<file path="config.mk">
export PLATFORM = sky130hd
export DESIGN_NAME = counter_capture_readout_arb_flat
export DESIGN_NICKNAME = d
export VERILOG_FILES = /design/src/rtl/counter_capture_readout_arb_if.sv /design/src/rtl/counter_capture_readout_arb.sv /design/src/flat_wrapper.sv
export SDC_FILE = /design/constraint.sdc
export NUM_CORES = 1
export LEC_CHECK = 0
export CORE_AREA = 2 2 336 338
export DETAILED_ROUTE_END_ITERATION = 10
export DIE_AREA = 0 0 338 340
export GPL_ROUTABILITY_DRIVEN = 0
export GPL_TIMING_DRIVEN = 0
export PLACE_DENSITY_LB_ADDON = 0.12
export SYNTH_ARGS = -nofsm -noshare
export SYNTH_HDL_FRONTEND = slang
export SYNTH_SLANG_ARGS = --single-unit
</file>
<file path="constraint.sdc">
create_clock -name i_clk -period 5.9 [get_ports i_clk]
set_input_delay 0.885 -clock i_clk [delete_from_list [all_inputs] [get_ports i_clk]]
set_output_delay 0.885 -clock i_clk [all_outputs]
set_load 0.05 [all_outputs]
</file>
<file path="src/rtl/counter_capture_readout_arb_if.sv">
// ---------------------------------------------------------------------------
// counter_capture_readout_arb_if
// Readout handshake bus between the capture arbiter and its downstream sink.
//   o_rd_valid  : readout word valid (arbiter -> sink)
//   i_rd_ready  : sink accepts the word (sink -> arbiter)
//   o_rd_data   : 32-bit captured value
//   o_rd_ch_id  : channel the word came from
//   o_rd_reg_id : capture register index 0..5 (a0,a1,a2,b0,b1,b2)
// Member names are seen from the arbiter side (o_ = arbiter drives).
// ---------------------------------------------------------------------------
interface counter_capture_readout_arb_if #(
  parameter int CH_W = 2
);
  logic            o_rd_valid;
  logic            i_rd_ready;
  logic [31:0]     o_rd_data;
  logic [CH_W-1:0] o_rd_ch_id;
  logic [2:0]      o_rd_reg_id;

  modport master (
    output o_rd_valid, o_rd_data, o_rd_ch_id, o_rd_reg_id,
    input  i_rd_ready
  );

  modport slave (
    input  o_rd_valid, o_rd_data, o_rd_ch_id, o_rd_reg_id,
    output i_rd_ready
  );
endinterface

</file>
<file path="src/rtl/counter_capture_readout_arb.sv">
// ---------------------------------------------------------------------------
// counter_capture_readout_arb
// Round-robin arbiter that reads out per-channel capture registers.
// Each channel has six status bits {b2,b1,b0,a2,a1,a0}; a set bit means the
// matching 32-bit capture register holds a fresh value. One register is
// served per transaction: IDLE selects, SEND offers the word on the readout
// bus, ACK pulses the read flag, WAIT_CLR waits for the status bit to drop.
// Ports:
//   i_clk, i_rst_n           : clock, async active-low reset
//   i_enable                 : allow new selections in IDLE
//   i_capture_reg_status     : COUNTER_NUM*6 status bits
//   i_capture_data           : COUNTER_NUM*192 capture register contents
//   o_capture_reg_read_flag  : one-cycle acknowledge per status bit
//   o_busy                   : FSM not in IDLE
//   o_timeout_err, i_err_clr : sticky clear-timeout flag and its clear
//   rd_if                    : readout handshake bus (master side)
// ---------------------------------------------------------------------------
module counter_capture_readout_arb #(
  parameter int COUNTER_NUM = 4,
  parameter int CLR_TIMEOUT = 15
) (
  input  logic                       i_clk,
  input  logic                       i_rst_n,
  input  logic                       i_enable,
  input  logic [COUNTER_NUM*6-1:0]   i_capture_reg_status,
  input  logic [COUNTER_NUM*192-1:0] i_capture_data,
  output logic [COUNTER_NUM*6-1:0]   o_capture_reg_read_flag,
  output logic                       o_busy,
  output logic                       o_timeout_err,
  input  logic                       i_err_clr,
  counter_capture_readout_arb_if.master rd_if
);

  localparam int CH_W  = (COUNTER_NUM > 1) ? $clog2(COUNTER_NUM) : 1;
  localparam int CNT_W = $clog2(CLR_TIMEOUT + 1);

  typedef enum logic [1:0] {S_IDLE, S_SEND, S_ACK, S_WAIT_CLR} state_t;

  state_t                   r_state;
  logic [CH_W-1:0]          r_rr_ptr;
  logic [CH_W-1:0]          r_ch_id;
  logic [2:0]               r_reg_id;
  logic [31:0]              r_rd_data;
  logic                     r_rd_valid;
  logic [COUNTER_NUM*6-1:0] r_read_flag;
  logic                     r_busy;
  logic                     r_timeout_err;
  logic [CNT_W-1:0]         r_clr_cnt;

  logic [5:0]               w_stat [COUNTER_NUM];
  logic [31:0]              w_data [COUNTER_NUM][6];
  logic [COUNTER_NUM*6-1:0] w_flag_onehot;
  logic [CH_W:0]            w_cand;
  logic                     w_req_found;
  logic [CH_W-1:0]          w_sel_ch;
  logic [2:0]               w_sel_reg;
  logic [5:0]               w_sel_field;
  logic                     w_served_bit;
  logic                     w_timeout;
  logic [CH_W-1:0]          w_rr_next;

  // Unpack flat status/data buses and build the one-hot flag for the served bit.
  for (genvar g = 0; g < COUNTER_NUM; g++) begin : g_chan
    assign w_stat[g] = i_capture_reg_status[g*6 +: 6];
    for (genvar r = 0; r < 6; r++) begin : g_reg
      assign w_data[g][r] = i_capture_data[g*192 + r*32 +: 32];
      assign w_flag_onehot[g*6 + r] = (r_ch_id == CH_W'(g)) && (r_reg_id == 3'(r));
    end
  end

  // Round-robin channel search starting at r_rr_ptr, wrapping at COUNTER_NUM-1.
  always_comb begin
    w_req_found = 1'b0;
    w_sel_ch    = '0;
    w_cand      = '0;
    for (int j = 0; j < COUNTER_NUM; j++) begin
      w_cand = {1'b0, r_rr_ptr} + (CH_W+1)'(j);
      if (w_cand >= (CH_W+1)'(COUNTER_NUM)) begin
        w_cand = w_cand - (CH_W+1)'(COUNTER_NUM);
      end else begin
        w_cand = w_cand;
      end
      if (!w_req_found && (w_stat[w_cand[CH_W-1:0]] != 6'd0)) begin
        w_req_found = 1'b1;
        w_sel_ch    = w_cand[CH_W-1:0];
      end else begin
        w_req_found = w_req_found;
      end
    end
  end

  // Lowest set status bit wins inside the chosen channel (a0 first, b2 last).
  always_comb begin
    w_sel_field = w_stat[w_sel_ch];
    w_sel_reg   = 3'd0;
    for (int b = 5; b >= 0; b--) begin
      if (w_sel_field[b]) begin
        w_sel_reg = 3'(b);
      end else begin
        w_sel_reg = w_sel_reg;
      end
    end
  end

  // Served-bit watch, clear-timeout detect and next round-robin pointer.
  always_comb begin
    w_served_bit = w_stat[r_ch_id][r_reg_id];
    // The counter holds 0..CLR_TIMEOUT-1 while waiting; the cycle that would
    // bring it to CLR_TIMEOUT is the last one, giving CLR_TIMEOUT wait cycles.
    w_timeout    = (r_state == S_WAIT_CLR) && w_served_bit &&
                   (r_clr_cnt == CNT_W'(CLR_TIMEOUT - 1));
    if (r_ch_id == CH_W'(COUNTER_NUM - 1)) begin
      w_rr_next = '0;
    end else begin
      w_rr_next = r_ch_id + CH_W'(1);
    end
  end

  // Transaction FSM with all outputs registered.
  always_ff @(posedge i_clk or negedge i_rst_n) begin
    if (!i_rst_n) begin
      r_state       <= S_IDLE;
      r_rr_ptr      <= '0;
      r_ch_id       <= '0;
      r_reg_id      <= 3'd0;
      r_rd_data     <= 32'd0;
      r_rd_valid    <= 1'b0;
      r_read_flag   <= '0;
      r_busy        <= 1'b0;
      r_timeout_err <= 1'b0;
      r_clr_cnt     <= '0;
    end else begin
      // A timeout in the same cycle as i_err_clr keeps the flag set.
      if (w_timeout) begin
        r_timeout_err <= 1'b1;
      end else if (i_err_clr) begin
        r_timeout_err <= 1'b0;
      end

      case (r_state)
        S_IDLE: begin
          if (i_enable && w_req_found) begin
            r_ch_id    <= w_sel_ch;
            r_reg_id   <= w_sel_reg;
            r_rd_data  <= w_data[w_sel_ch][w_sel_reg];
            r_rd_valid <= 1'b1;
            r_busy     <= 1'b1;
            r_state    <= S_SEND;
          end
        end
        S_SEND: begin
          if (rd_if.i_rd_ready) begin
            r_rd_valid  <= 1'b0;
            r_read_flag <= w_flag_onehot;
            r_state     <= S_ACK;
          end
        end
        S_ACK: begin
          r_read_flag <= '0;
          r_clr_cnt   <= '0;
          r_state     <= S_WAIT_CLR;
        end
        S_WAIT_CLR: begin
          if (!w_served_bit || w_timeout) begin
            r_clr_cnt <= '0;
            r_rr_ptr  <= w_rr_next;
            r_busy    <= 1'b0;
            r_state   <= S_IDLE;
          end else begin
            r_clr_cnt <= r_clr_cnt + CNT_W'(1);
          end
        end
        default: begin
          r_rd_valid  <= 1'b0;
          r_read_flag <= '0;
          r_busy      <= 1'b0;
          r_clr_cnt   <= '0;
          r_state     <= S_IDLE;
        end
      endcase
    end
  end

  assign rd_if.o_rd_valid      = r_rd_valid;
  assign rd_if.o_rd_data       = r_rd_data;
  assign rd_if.o_rd_ch_id      = r_ch_id;
  assign rd_if.o_rd_reg_id     = r_reg_id;
  assign o_capture_reg_read_flag = r_read_flag;
  assign o_busy                = r_busy;
  assign o_timeout_err         = r_timeout_err;

endmodule

</file>
<file path="src/flat_wrapper.sv">
// flat-port wrapper written by rule: the top's interface ports become plain ports
module counter_capture_readout_arb_flat 
#(
  parameter int COUNTER_NUM = 4,
  parameter int CLR_TIMEOUT = 15
)
  (i_clk, i_rst_n, i_enable, i_capture_reg_status, i_capture_data, o_capture_reg_read_flag, o_busy, o_timeout_err, i_err_clr, rd_if_o_rd_valid, rd_if_o_rd_data, rd_if_o_rd_ch_id, rd_if_o_rd_reg_id, rd_if_i_rd_ready);
  counter_capture_readout_arb_if #(.CH_W(2)) rd_if_i ();
  input  logic i_clk;
  input  logic i_rst_n;
  input  logic i_enable;
  input  logic [COUNTER_NUM*6-1:0] i_capture_reg_status;
  input  logic [COUNTER_NUM*192-1:0] i_capture_data;
  output logic [COUNTER_NUM*6-1:0] o_capture_reg_read_flag;
  output logic o_busy;
  output logic o_timeout_err;
  input  logic i_err_clr;
  output wire logic [$bits(rd_if_i.o_rd_valid)-1:0] rd_if_o_rd_valid;
  output wire logic [$bits(rd_if_i.o_rd_data)-1:0] rd_if_o_rd_data;
  output wire logic [$bits(rd_if_i.o_rd_ch_id)-1:0] rd_if_o_rd_ch_id;
  output wire logic [$bits(rd_if_i.o_rd_reg_id)-1:0] rd_if_o_rd_reg_id;
  input wire logic [$bits(rd_if_i.i_rd_ready)-1:0] rd_if_i_rd_ready;
  assign rd_if_o_rd_valid = rd_if_i.o_rd_valid;
  assign rd_if_o_rd_data = rd_if_i.o_rd_data;
  assign rd_if_o_rd_ch_id = rd_if_i.o_rd_ch_id;
  assign rd_if_o_rd_reg_id = rd_if_i.o_rd_reg_id;
  assign rd_if_i.i_rd_ready = rd_if_i_rd_ready;
  counter_capture_readout_arb #(.COUNTER_NUM(COUNTER_NUM), .CLR_TIMEOUT(CLR_TIMEOUT)) u_core (.i_clk(i_clk), .i_rst_n(i_rst_n), .i_enable(i_enable), .i_capture_reg_status(i_capture_reg_status), .i_capture_data(i_capture_data), .o_capture_reg_read_flag(o_capture_reg_read_flag), .o_busy(o_busy), .o_timeout_err(o_timeout_err), .i_err_clr(i_err_clr), .rd_if(rd_if_i));
endmodule
</file>
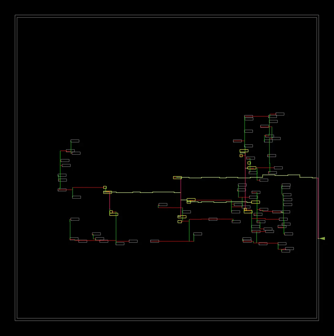
Run 1: the clock network
Clock Sinks: 72
CTS Buf Count: 9
Latency at later pin: 0.36 ns
Clk. pwr: 574 uW
Setup Skew: 0.00654 ns

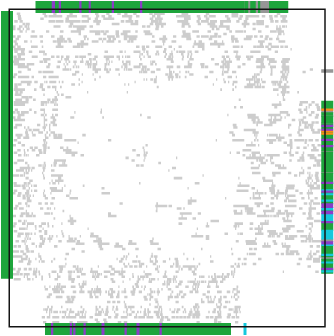
Run 1: ports around the boundary
Pins as bars across the die edge, other pins in grey.
Key: rd_if_o_rd_reg_id = orange [pins 3, direction output, edge right]; i_capture_data = green [pins 768, direction input, edge 265 top, 211 left, 206 bottom, 86 right]; rd_if_o_rd_data = purple [pins 32, direction output, edge 15 right, 10 bottom, 7 top]; o_capture_reg_read_flag = cyan [pins 24, direction output, edge 22 right, 2 bottom]
All pins by edge: 294 top, 218 bottom, 211 left, 138 right.

==> flow_metrics.env, run 1 <==
# physical design summary
export IMPL_rsz0062_at_grt="no"
export IMPL_wl_met3_mm=6.79
export IMPL_xor_share_pct=0
export IMPL_seqCellArea_mm2=0.00180
export IMPL_met2_usage_pct=31.7
export IMPL_fin_util_pct=19.1
export IMPL_pin_count=861
export IMPL_fillerInstances=12600
export IMPL_outcome="completed"
export IMPL_die_y_um=340
export IMPL_worstMarginPinSlew_ns=1.29
export IMPL_simple_gate_share_pct=41.4
export IMPL_n_clock_buffer=9
export IMPL_finalSetupTns_ns=0
export IMPL_layout_nets=3231
export IMPL_root_buffer="clkbuf_16"
export IMPL_relSlewSlack_pct=13.8
export IMPL_dr_pass1_iters=7
export IMPL_cts_setup_buffers=0
export IMPL_track_usage_pct=17.9
export IMPL_powerComb_mw=8.37
export IMPL_dpl_instance_area_mm2=0.0210
export IMPL_largest_class="non-clock buffers"
export IMPL_timing_hold_ws_ns=0.467
export IMPL_finish_cell_count_without_fillers=3939
export IMPL_p_leak_nw=8.04
export IMPL_n_all_inverters=8
export IMPL_synth_top_cells_by_count="nand2_1 (565), nand3_1 (330), clkbuf_1 (94)"
export IMPL_combGateArea_mm2=0.00801
export IMPL_maxCapViolations=0
export IMPL_grt_busiest_layer="met2"
export IMPL_wl_met2_mm=53.1
export IMPL_antenna_found_initial=28
export IMPL_worstHoldPathType="input port to asynchronous set/reset pin"
export IMPL_maxSlewViolCount=0
export IMPL_p_sw_share_pct=62.0
export IMPL_pwr_share_seq_pct=8.4
export IMPL_portBuffers=860
export IMPL_synthDistinctLibCells=56
export IMPL_yosys_register_bits=72
export IMPL_ys_async_sr_fraction_pct=100
export IMPL_met3_usage_pct=3.86
export IMPL_final_setup_worst_slack_ns=0.228
export IMPL_setup_worst_path_end="u_core.rd_if.o_rd_data[31]"
export IMPL_yosys_area_mm2=0.0105
export IMPL_synth_edff_count=0
export IMPL_path_depth=11
export IMPL_muxShareOfSynthArea_pct=16.3
export IMPL_drive_gt1_share_pct=7.54
export IMPL_top_cells_by_area="nand2_1 (20%), dfrtp_1 (17%), nand3_1 (16%)"
export IMPL_grt_max_degree=43
export IMPL_path_max_fanout=10
export IMPL_drtAntennaViolNets=0
export IMPL_worst_path_most_repeated_cell="clkbuf_1"
export IMPL_synthAdderAreaFrac_pct=1.31
export IMPL_setup_worst_path_start="i_capture_reg_status[1]"
export IMPL_synth_nets=2360
export IMPL_num_vias=15800
export IMPL_pwr_density_cell_mw_per_mm2=458
export IMPL_ys_sh_aoi_pct=17.4
export IMPL_layout_top_cells="clkdlybuf4s50_1 (859), nand2_1 (565), nand3_1 (330)"
export IMPL_power_group_top="combinational cells"
export IMPL_wl_met1_mm=44.4
export IMPL_worst_setup_path_type="input port to flop"
export IMPL_postCtsHoldBufs=0
export IMPL_rr_endpoint="u_core.rd_if.o_rd_data[31]"
export IMPL_ys_cells=1552
export IMPL_worstReg2RegStart="u_core.r_rr_ptr[1]"
export IMPL_fmaxAchievable_mhz=176
export IMPL_buffer_area_share_pct=43.5
export IMPL_hold_viol=0
export IMPL_seq_cell_power_uw=821
export IMPL_ff2ff_path_depth=9
export IMPL_clock_area_share_pct=1.36
export IMPL_power_mw=9.76
export IMPL_grt_first_pass_wirelength_mm=140
export IMPL_ir_worst_vdd_mv=0.182
export IMPL_switchingPower_mw=6.06
export IMPL_sh_seq_area_pct=8.45
export IMPL_comb_share_pct=37.6
export IMPL_fp_util_pct=9.40
export IMPL_path_buffers=3
export IMPL_dpl_worst_slack_ns=-0.621
export IMPL_design_area_mm2=0.0213
export IMPL_synth_avg_cell_area_um2=6.76
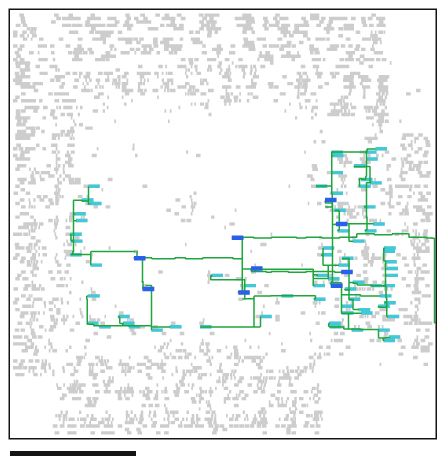
Run 1: clock distribution
The bar under the picture is 100 um long.
Key: clock wires = green [length 1750 um]; flip-flops = cyan [count 72]; cells driving clock nets = blue [count 9]
There are 10 routed clock nets.
Clock Power Share: 5.9%

Run 1, where the registers sit:
Other sequential cells in the stronger grey, the rest of the logic in the fainter grey.
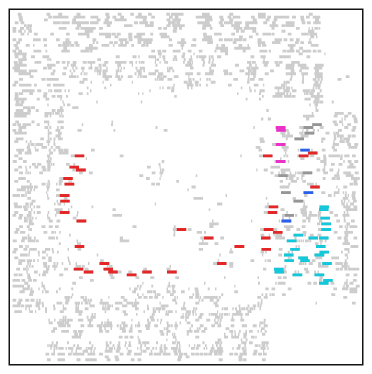

## Run 2: what changed since run 1
--- a/config.mk
+++ b/config.mk
@@ -5,6 +5,7 @@
 export SDC_FILE = /design/constraint.sdc
 export NUM_CORES = 1
 export LEC_CHECK = 0
+export CAP_MARGIN = 20
 export CORE_AREA = 2 2 336 338
 export DETAILED_ROUTE_END_ITERATION = 10
 export DIE_AREA = 0 0 338 340
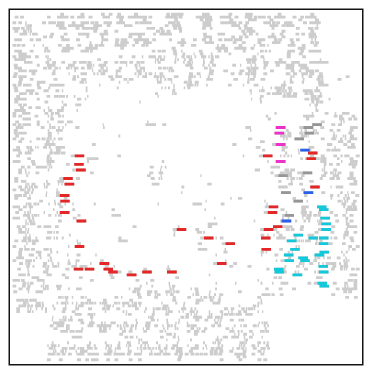
Run 2: where the registers sit
Other sequential cells in the stronger grey, the rest of the logic in the fainter grey.
Key: u_core.rd_if.o_rd_data = red [flops 32]; u_core.o_capture_reg_read_flag = cyan [flops 24]; u_core.r_clr_cnt = magenta [flops 4]; u_core.rd_if.o_rd_reg_id = blue [flops 3]
utilization after layout: 19.3%
seq pwr: 818 uW

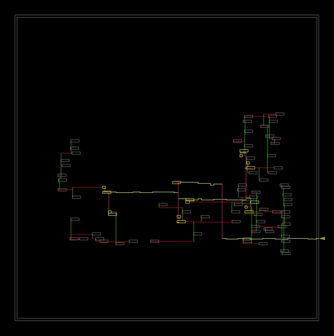
Run 2: the clock network
clkbuf count: 9
flop count: 72
Clk. pwr: 571 uW

==> run 2 against run 1 <==
  * Flip-flop count stayed put
  * Count of clock-buffer cells in the layout unchanged
  * Register-to-register slack is essentially flat
  * First-iteration DRC count down 5.7%
  * Via count decreased by 0.18%
  * Final area increased by 1.1%
  * Largest cell class unchanged
  * Sequential power about the same
  * Core utilization is 0.20 points higher
  * Final cell count up 0.33%
  * Global-route usage down 0.058 points
  * Worst setup slack improved by 0.0022 ns
==> flow_metrics.env, run 2 <==
# physical design summary
export IMPL_design_area_mm2=0.0215
export IMPL_synth_top_cells_by_count="nand2_1 (565), nand3_1 (330), clkbuf_1 (94)"
export IMPL_cts_setup_buffers=0
export IMPL_num_vias=15800
export IMPL_layout_nets=3243
export IMPL_xor_share_pct=0
export IMPL_num_rows=123
export IMPL_clock_area_share_pct=1.34
export IMPL_relSlewSlack_pct=28.9
export IMPL_pwr_density_cell_mw_per_mm2=460
export IMPL_synth_most_common_cell="nand2_1"
export IMPL_ys_async_sr_fraction_pct=100
export IMPL_sh_seq_area_pct=8.36
export IMPL_worst_setup_path_type="input port to flop"
export IMPL_grt_pass1_vias=16700
export IMPL_power_mw=9.92
export IMPL_worstReg2RegStart="u_core.r_rr_ptr[1]"
export IMPL_rr_endpoint="u_core.rd_if.o_rd_data[31]"
export IMPL_pin_count=861
export IMPL_setup_worst_path_end="u_core.rd_if.o_rd_data[31]"
export IMPL_fmaxAchievable_mhz=176
export IMPL_comb_share_pct=37.2
export IMPL_n_all_inverters=8
export IMPL_postCtsHoldBufs=0
export IMPL_die_y_um=340
export IMPL_insertion_delay_ns=0.36
export IMPL_combGateArea_mm2=0.00801
export IMPL_post_cts_resized=1
export IMPL_cts_made_buffers=9
export IMPL_wl_met1_mm=43.8
export IMPL_synth_nets=2360
export IMPL_yosys_area_mm2=0.0105
export IMPL_ir_worst_vdd_mv=0.173
export IMPL_dpl_worst_slack_ns=-0.597
export IMPL_warning_count=34
export IMPL_wl_met2_mm=53.3
export IMPL_path_buffers=6
export IMPL_clkTransAtPathRegs_ns=0.07
export IMPL_met2_usage_pct=31.7
export IMPL_hold_viol=0
export IMPL_maxSlewViolCount=0
export IMPL_worstMarginPinSlew_ns=1.07
export IMPL_fp_util_pct=9.40
export IMPL_finish_cell_count_without_fillers=3952
export IMPL_synthDistinctLibCells=56
export IMPL_final_setup_worst_slack_ns=0.230
export IMPL_fillerInstances=12600
export IMPL_path_depth=14
export IMPL_drive_gt1_share_pct=7.87
export IMPL_root_buffer="clkbuf_16"
export IMPL_drtAntennaViolNets=0
export IMPL_pwr_share_seq_pct=8.2
export IMPL_portBuffers=860
export IMPL_met3_usage_pct=4.14
export IMPL_synth_edff_count=0
export IMPL_largest_class="non-clock buffers"
export IMPL_ff2ff_path_depth=12
export IMPL_grt_first_pass_wirelength_mm=140
export IMPL_muxShareOfSynthArea_pct=16.3
export IMPL_grt_busiest_layer="met2"
export IMPL_wl_met3_mm=7.37
export IMPL_coreArea_mm2=0.112
export IMPL_antenna_found_initial=29
export IMPL_p_sw_share_pct=61.1
export IMPL_seqCellArea_mm2=0.00180
export IMPL_clock_sinks=72
export IMPL_top_cells_by_area="nand2_1 (20%), dfrtp_1 (17%), nand3_1 (16%)"
export IMPL_switchingPower_mw=6.06
export IMPL_yosys_register_bits=72
export IMPL_powerComb_mw=8.53
export IMPL_finalSetupTns_ns=0
export IMPL_path_max_fanout=16
export IMPL_grt_max_degree=43
export IMPL_dpl_instance_area_mm2=0.0212
export IMPL_synth_avg_cell_area_um2=6.76
export IMPL_p_leak_nw=8.14
export IMPL_maxCapViolations=0
export IMPL_timing_hold_ws_ns=0.471
export IMPL_power_group_top="combinational cells"
export IMPL_buffer_area_share_pct=44.1
export IMPL_pwr_share_clk_pct=5.8
export IMPL_simple_gate_share_pct=41.4
export IMPL_slowest_delay_ns=0.66
export IMPL_fin_worst_skew_ns=0.00806
export IMPL_worstHoldPathType="input port to asynchronous set/reset pin"
export IMPL_ys_sh_aoi_pct=17.4
export IMPL_layout_top_cells="clkdlybuf4s50_1 (859), nand2_1 (565), nand3_1 (330)"
export IMPL_setup_worst_path_start="i_capture_reg_status[22]"
export IMPL_outcome="completed"
export IMPL_dr_pass1_iters=5
No activity file was given, so power comes from the tool's default toggle rates.
